==> config.mk <==
export PLATFORM = sky130hd
export DESIGN_NAME = fetch_stage
export DESIGN_NICKNAME = d
export VERILOG_FILES = /design/src/rtl/fetch_stage.sv
export SDC_FILE = /design/constraint.sdc
export NUM_CORES = 1
export LEC_CHECK = 0
export CORE_MARGIN = 8
export CORE_UTILIZATION = 38
export DETAILED_ROUTE_END_ITERATION = 10
export GPL_TIMING_DRIVEN = 1
export PLACE_DENSITY_LB_ADDON = 0.25
export SETUP_SLACK_MARGIN = 0.02
export SLEW_MARGIN = 20
export SYNTH_ARGS = -nofsm -noshare
export SYNTH_HDL_FRONTEND = slang
export SYNTH_SLANG_ARGS = --single-unit
==> constraint.sdc <==
create_clock -name CLK -period 18 [get_ports CLK]
set_clock_uncertainty 0.15 [all_clocks]
set_input_delay 3.6 -clock CLK [delete_from_list [all_inputs] [get_ports CLK]]
set_output_delay 3.6 -clock CLK [all_outputs]
set_load 0.02 [all_outputs]
run_1/layer_met1.png
Scale: 2 px per µm. Supply wires on this layer in gray.
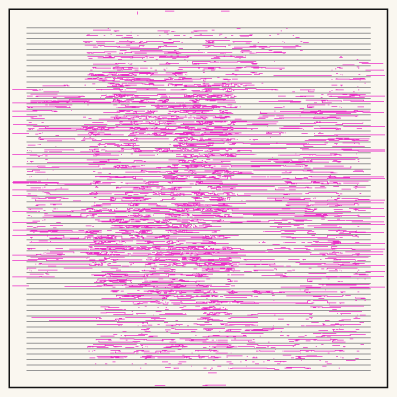
- main direction: horizontal
- share of all routed wire: 44%
- longest straight run: 52.0 µm
WL final: 33,600 µm
met1 Usage GRT: 23.9%
detailed-route via count: 8,735

run_1/detail.png
Window x 79 to 109, y 117 to 147 µm. Cells in gray, sequential cells in the stronger gray; small squares are vias.
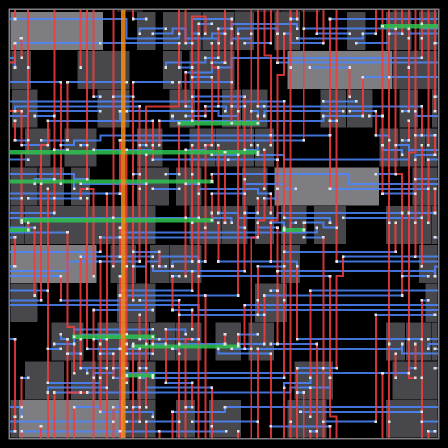
- blue: metal 1
- green: metal 3
- red: metal 2
- orange: metal 4
- sequential cells in the window: 5
- cells with their middle in the window: 77
- most frequent: nand2_1 (10)

run_1/wires.png
Scale: 2 px per µm. Only two layers are drawn.
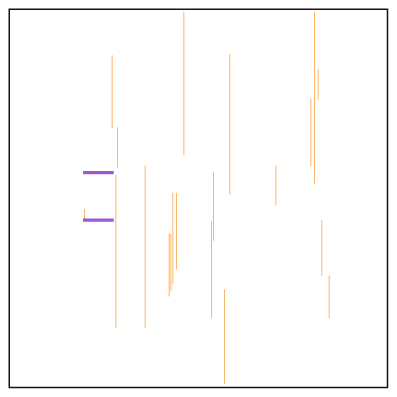
- purple: metal 5 (wire length 27.6 µm)
- orange: metal 4 (wire length 835 µm)
total track usage: 17.9%
WL per Instance: 21.1 µm

run_1/logic_types.png
Scale: 2 px per µm.
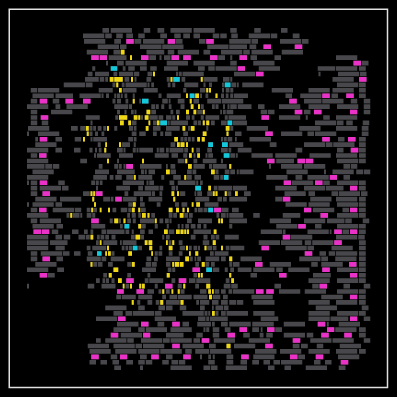
- yellow: NAND gates (cells 158; most used nand2_1)
- cyan: AND-OR and OR-AND gates (cells 17)
- magenta: multiplexers (cells 103; most used mux2_2; where spread over the die)
dominant logic cell type in the layout: clkdlybuf4s50_1
Comb area share: 27.2%
fin cells: 1,594

==> impl_metrics.env, run 1 <==
# source this file to load flow results
export IMPL_clk_latency_ns=0.56
export IMPL_reg2reg_depth=7
export IMPL_cts_tree="yes"
export IMPL_die_w_um=188
export IMPL_min_path_type="flop to flop"
export IMPL_dieHeight_um=188
export IMPL_worstSetupStartpointType="input pin"
export IMPL_met3_usage_pct=4.71
export IMPL_synth_cell_types=55
export IMPL_setup_tns_ns=0
export IMPL_arrival_ns=4.53
export IMPL_regArea_um2=6950
export IMPL_ff2ff_setup_slack_ns=14.26
export IMPL_final_setup_viol_count=0
export IMPL_buf_share_pct=17.6
export IMPL_fmax_mhz=121
export IMPL_ant_nets=0
export IMPL_clockBufferDepth=3
export IMPL_route_met2_wl_um=15300
export IMPL_place_hpwl_um=23100
export IMPL_critical_path_endpoint_type="output pin"
export IMPL_cts_setup_buffers=0
export IMPL_synth_stat_cells=950
export IMPL_n_all_inverters=5
export IMPL_biggestCellCategory="flip-flops and latches"
export IMPL_cell_internal_pwr_mw=1.02
export IMPL_use_met2_pct=28.3
export IMPL_period_minus_slack_ns=8.28
export IMPL_edf_count=188
export IMPL_antenna_found_initial=4
export IMPL_grt_pass1_vias=8434
export IMPL_cts_buffers=27
export IMPL_final_hold_viol_count=0
export IMPL_drv_cap=0
export IMPL_slew_headroom_pct=32.3
export IMPL_finalPower_mw=1.33
export IMPL_nClkBuffers=32
export IMPL_root_buffer="clkbuf_16"
export IMPL_seq_power_share_pct=50.3
export IMPL_top_area_share_pct=50.0
export IMPL_h_tree_depth=1
export IMPL_clk_pin_slew_ns=0.06
export IMPL_ys_top_cells_by_count="edfxtp_1 (188), mux2_2 (99), nand2_1 (82)"
export IMPL_drive_gt1_share_pct=13.8
export IMPL_slowest_stage="clkdlybuf4s50_1"
export IMPL_criticalPathCategory="input pin to output pin"
export IMPL_topRoutingLayerUsed="met5"
export IMPL_finalCritPeriodShare_pct=46.0
export IMPL_dr_wl_met3_um=2720
export IMPL_hold_depth=2
export IMPL_tightestPinTransition_ns=1.02
export IMPL_simple_gate_area_share_pct=15.7
export IMPL_yosysChipArea_um2=11300
export IMPL_yosysTopAreaCell="edfxtp_1"
export IMPL_place_gp_congestion=0.855
export IMPL_drt_initial_drc_count=709
export IMPL_most_common_cell="edfxtp_1"
export IMPL_num_multi_input_gates=626
export IMPL_ff_count=253
export IMPL_topCellsByArea="edfxtp_1 (50%), dfxtp_1 (12%), mux2_2 (9.9%), nand2_1 (2.7%), a21oi_1 (2.5%)"
export IMPL_fill_cells=2658
export IMPL_seq_area_share_pct=46.2
export IMPL_drt_drc_violations_left=0
export IMPL_synthAdderAreaFrac_pct=0.111
export IMPL_rsz0062_at_grt="false"
export IMPL_sw_frac_of_total_pct=23.6
export IMPL_flop_cell="edfxtp_1"
export IMPL_p_leak_nw=4.95
export IMPL_worstPathMaxFanout=5
export IMPL_gr_max_usage_layer="met2"
export IMPL_synth_cells=950
export IMPL_placed_area_um2=14200
export IMPL_rows=63
export IMPL_syn_area_per_cell_um2=11.9
export IMPL_fp_util_pct=38.3
export IMPL_die_area_um2=35500
export IMPL_outcome="finished clean"
export IMPL_stdcell_area_um2=15000
export IMPL_final_clk_cell_share_pct=5.61
export IMPL_wl_met1_um=14800
export IMPL_first_pass_iters=5
export IMPL_nNetsFinal=1285
export IMPL_slew_viol_final=0
export IMPL_ys_sh_mux_pct=10.2
export IMPL_num_io_pins=265
export IMPL_grt_ovfl_total=0
export IMPL_vias_per_cell=5.48
export IMPL_async_reset_ff_share_pct=0
export IMPL_grt_pass1_wl_um=50900
export IMPL_p_per_area_nw_per_um2=88.7
export IMPL_ir_worst_vdd_uv=80.7
export IMPL_logic_area_um2=4090
export IMPL_path_cells="buf_2 -> nor3_1 -> clkdlybuf4s50_1"
export IMPL_grt_max_degree=73
export IMPL_cpPeakStageDelay_ns=0.65
export IMPL_postSynthSeqShare_pct=61.5
export IMPL_yosysWarnings=0
export IMPL_antenna_cells=2
export IMPL_post_cts_resized=0
export IMPL_ys_ff=253
export IMPL_placeableCoreArea_um2=29500
export IMPL_aoi_share_pct=9.62
export IMPL_syn2layout_area_growth_pct=33.2
export IMPL_n_all_buffers=268
export IMPL_power_frac_clock_pct=39.9
export IMPL_cts_hold_buf=0
export IMPL_power_switching_mw=0.315
export IMPL_required_ns=14.25
export IMPL_comb_power_share_pct=9.8
export IMPL_xor_area_share_pct=0
export IMPL_numPortBuffers=258
export IMPL_n_tap_cell=390
export IMPL_warning_count=28
export IMPL_lay_top_cells="clkdlybuf4s50_1 (257), edfxtp_1 (188), mux2_2 (99), nand2_1 (81), dfxtp_1 (65)"
export IMPL_syn_area_um2=11300
export IMPL_cts_sinks=253
export IMPL_ys_top_logic_family="simple AND/OR/NAND/NOR gates"
[run 1: worst max-delay path, delay by kind of cell]
kind	cells	cell delay (ns)
buffers and inverters	2	0.79
AND/OR/NAND/NOR	1	0.14
[run 1: power by group through the flow]
stage / combinational, mW / clock [mW] / sequential, mW
finish: 0.131 / 0.532 / 0.671
detailed placement: 0.132 / 0 / 0.684
CTS: 0.133 / 0.545 / 0.671
floorplan: 0.0555 / 0 / 0.697
global route: 0.141 / 0.565 / 0.674
global placement: 0.131 / 0 / 0.683
[run 1: stage by stage]
stage               utilization (%)  setup slack [ns]  std cells  hold WS, ns
CTS                            51.0              9.72       1592        0.347
global route                   51.0              9.68       1594        0.369
detailed placement             48.1              9.72       1542        0.332
global placement               48.1              9.71       1542        0.319
floorplan                         -              9.27        953        0.346
finish                         51.0              9.72       1594        0.344
run_1/congestion.png
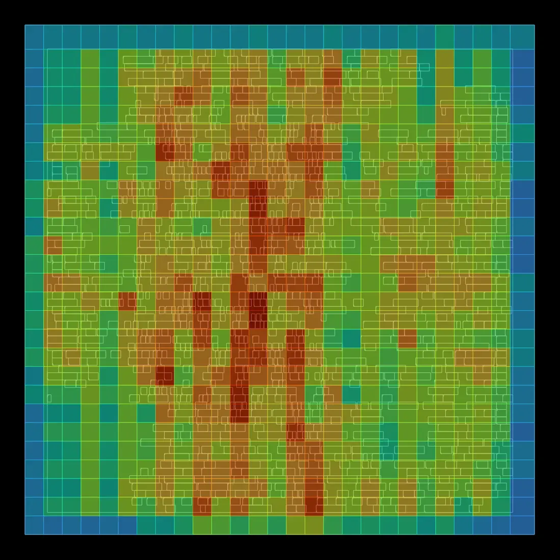

==> run 2: changes to the inputs <==
==> constraint.sdc (replaced) <==
create_clock -name CLK -period 7.3 [get_ports CLK]
set_clock_uncertainty 0.15 [all_clocks]
set_input_delay 1.46 -clock CLK [delete_from_list [all_inputs] [get_ports CLK]]
set_output_delay 1.46 -clock CLK [all_outputs]
set_load 0.02 [all_outputs]
run_2/congestion.png
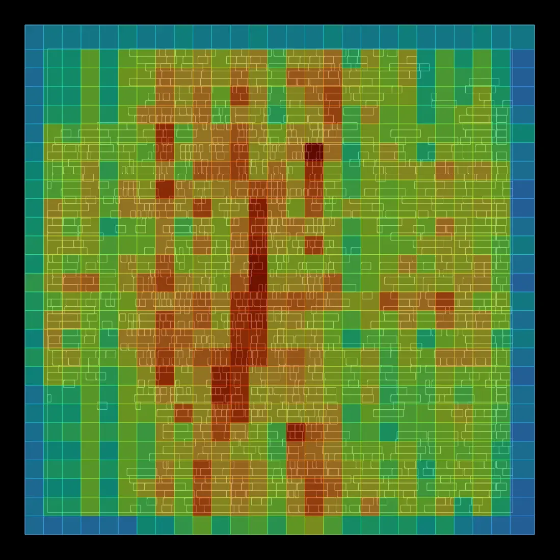
Util after Layout: 51.2%
met2 usage: 28.4%
WL per Instance: 21.0 µm
total track usage: 18.1%

run_2/layer_met1.png
Scale: 2 px per µm. Supply wires on this layer in gray.
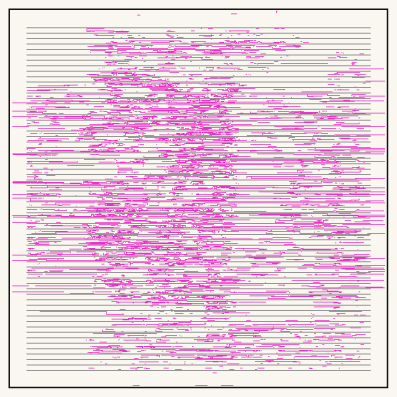
- longest straight run: 78.2 µm
- main direction: horizontal
- share of all routed wire: 43%
- nets with wire on the layer: 1,177
WL final: 33,500 µm
met1 Usage GRT: 24.3%
detailed-route via count: 8,724

==> impl_metrics.env, run 2 <==
# source this file to load flow results
export IMPL_final_setup_viol_count=0
export IMPL_ys_ff=253
export IMPL_path_cells="clkdlybuf4s50_1 -> nand3_1 -> nand2_2 -> buf_4 -> o21ai_0 -> a22oi_1 -> nor2_1"
export IMPL_slew_headroom_pct=35.5
export IMPL_place_hpwl_um=23200
export IMPL_lay_top_cells="clkdlybuf4s50_1 (257), edfxtp_1 (188), mux2_2 (99), nand2_1 (81), dfxtp_1 (65)"
export IMPL_clk_latency_ns=0.54
export IMPL_place_gp_congestion=0.876
export IMPL_topCellsByArea="edfxtp_1 (50%), dfxtp_1 (12%), mux2_2 (9.9%), nand2_1 (2.7%), a21oi_1 (2.5%)"
export IMPL_syn_area_um2=11300
export IMPL_cts_hold_buf=0
export IMPL_yosysWarnings=0
export IMPL_required_ns=7.55
export IMPL_grt_pass1_vias=8471
export IMPL_setup_tns_ns=0
export IMPL_critical_path_endpoint_type="flop"
export IMPL_async_reset_ff_share_pct=0
export IMPL_synth_cells=950
export IMPL_drv_cap=0
export IMPL_numPortBuffers=258
export IMPL_slew_viol_final=0
export IMPL_holdWs_ns=0.352
export IMPL_synth_stat_cells=950
export IMPL_most_common_cell="edfxtp_1"
export IMPL_outcome="finished clean"
export IMPL_placed_cells=1542
export IMPL_flop_cell="edfxtp_1"
export IMPL_dieHeight_um=188
export IMPL_cts_buffers=28
export IMPL_arrival_ns=4.43
export IMPL_cts_setup_buffers=0
export IMPL_drive_gt1_share_pct=13.7
export IMPL_postSynthSeqShare_pct=61.5
export IMPL_cts_sinks=253
export IMPL_syn_area_per_cell_um2=11.9
export IMPL_grt_max_degree=75
export IMPL_worstSetupStartpointType="input pin"
export IMPL_aoi_share_pct=9.62
export IMPL_num_io_pins=265
export IMPL_h_tree_depth=1
export IMPL_edf_count=188
export IMPL_placed_area_um2=14200
export IMPL_synth_cell_types=55
export IMPL_cts_tree="yes"
export IMPL_worstPathMaxFanout=39
export IMPL_root_buffer="clkbuf_16"
export IMPL_p_leak_nw=4.98
export IMPL_slowest_stage="nand2_2"
export IMPL_crit_cells=7
export IMPL_cp_top_family="simple AND/OR/NAND/NOR gates"
export IMPL_ir_worst_vdd_uv=172
export IMPL_die_area_um2=35500
export IMPL_xor_area_share_pct=0
export IMPL_fp_util_pct=38.3
export IMPL_p_per_area_nw_per_um2=222
export IMPL_reg2reg_depth=7
export IMPL_setup_ws_ns=3.12
export IMPL_criticalPathCategory="input pin to flop"
export IMPL_fmax_mhz=239
export IMPL_ff2ff_setup_slack_ns=3.86
export IMPL_period_minus_slack_ns=4.18
export IMPL_placeableCoreArea_um2=29500
export IMPL_post_cts_resized=0
export IMPL_pre_cts_ws_ns=2.58
export IMPL_ys_sh_mux_pct=10.2
export IMPL_grt_ovfl_total=0
export IMPL_rsz0062_at_grt="false"
export IMPL_yosysChipArea_um2=11300
export IMPL_drt_drc_violations_left=0
export IMPL_finalCritPeriodShare_pct=57.2
export IMPL_cp_buffers_inverters=2
export IMPL_drt_initial_drc_count=818
export IMPL_ys_top_cells_by_count="edfxtp_1 (188), mux2_2 (99), nand2_1 (82)"
export IMPL_clk_pin_slew_ns=0.06
export IMPL_simple_gate_area_share_pct=15.7
export IMPL_die_w_um=188
export IMPL_stdcell_area_um2=15100
export IMPL_cpPeakStageDelay_ns=0.91
export IMPL_final_hold_viol_count=0
export IMPL_vias_per_cell=5.47
export IMPL_mostFrequentLayoutCell="clkdlybuf4s50_1"
export IMPL_syn2layout_area_growth_pct=33.7
export IMPL_rows=63
export IMPL_ant_nets=0
export IMPL_first_pass_iters=5
==> run 2: cell counts after synthesis <==
Identical to the previous run, type by type.
==> run 2: routing by layer <==
metal  wire length, µm  part of all wire, %  GRT usage (%)
met5                13                0.039              0
met1             14400                   43           24.3
met4               815                  2.4           5.50
met3              2810                  8.4           4.62
met2             15400                   46           28.4
==> run 2: area by class of cell <==
cell class,instances,area (µm²)
Inverter,5,18.8
Tap cell,390,488
Clock buffer,35,727
Sequential cell,253,6950
Timing Repair Buffer,268,2670
Clock inverter,16,164
Antenna cell,2,5.00
Multi-Input combinational cell,626,4090
Fill cell,2655,14400
==> run 2: power breakdown <==
group          total (mW)  switching [mW]  internal, mW  leakage, nW
sequential           1.65          0.0315          1.62         2.32
combinational       0.325           0.169         0.156         2.24
clock                1.37           0.559         0.809        0.428
Power is estimated from default activity; no workload was simulated.
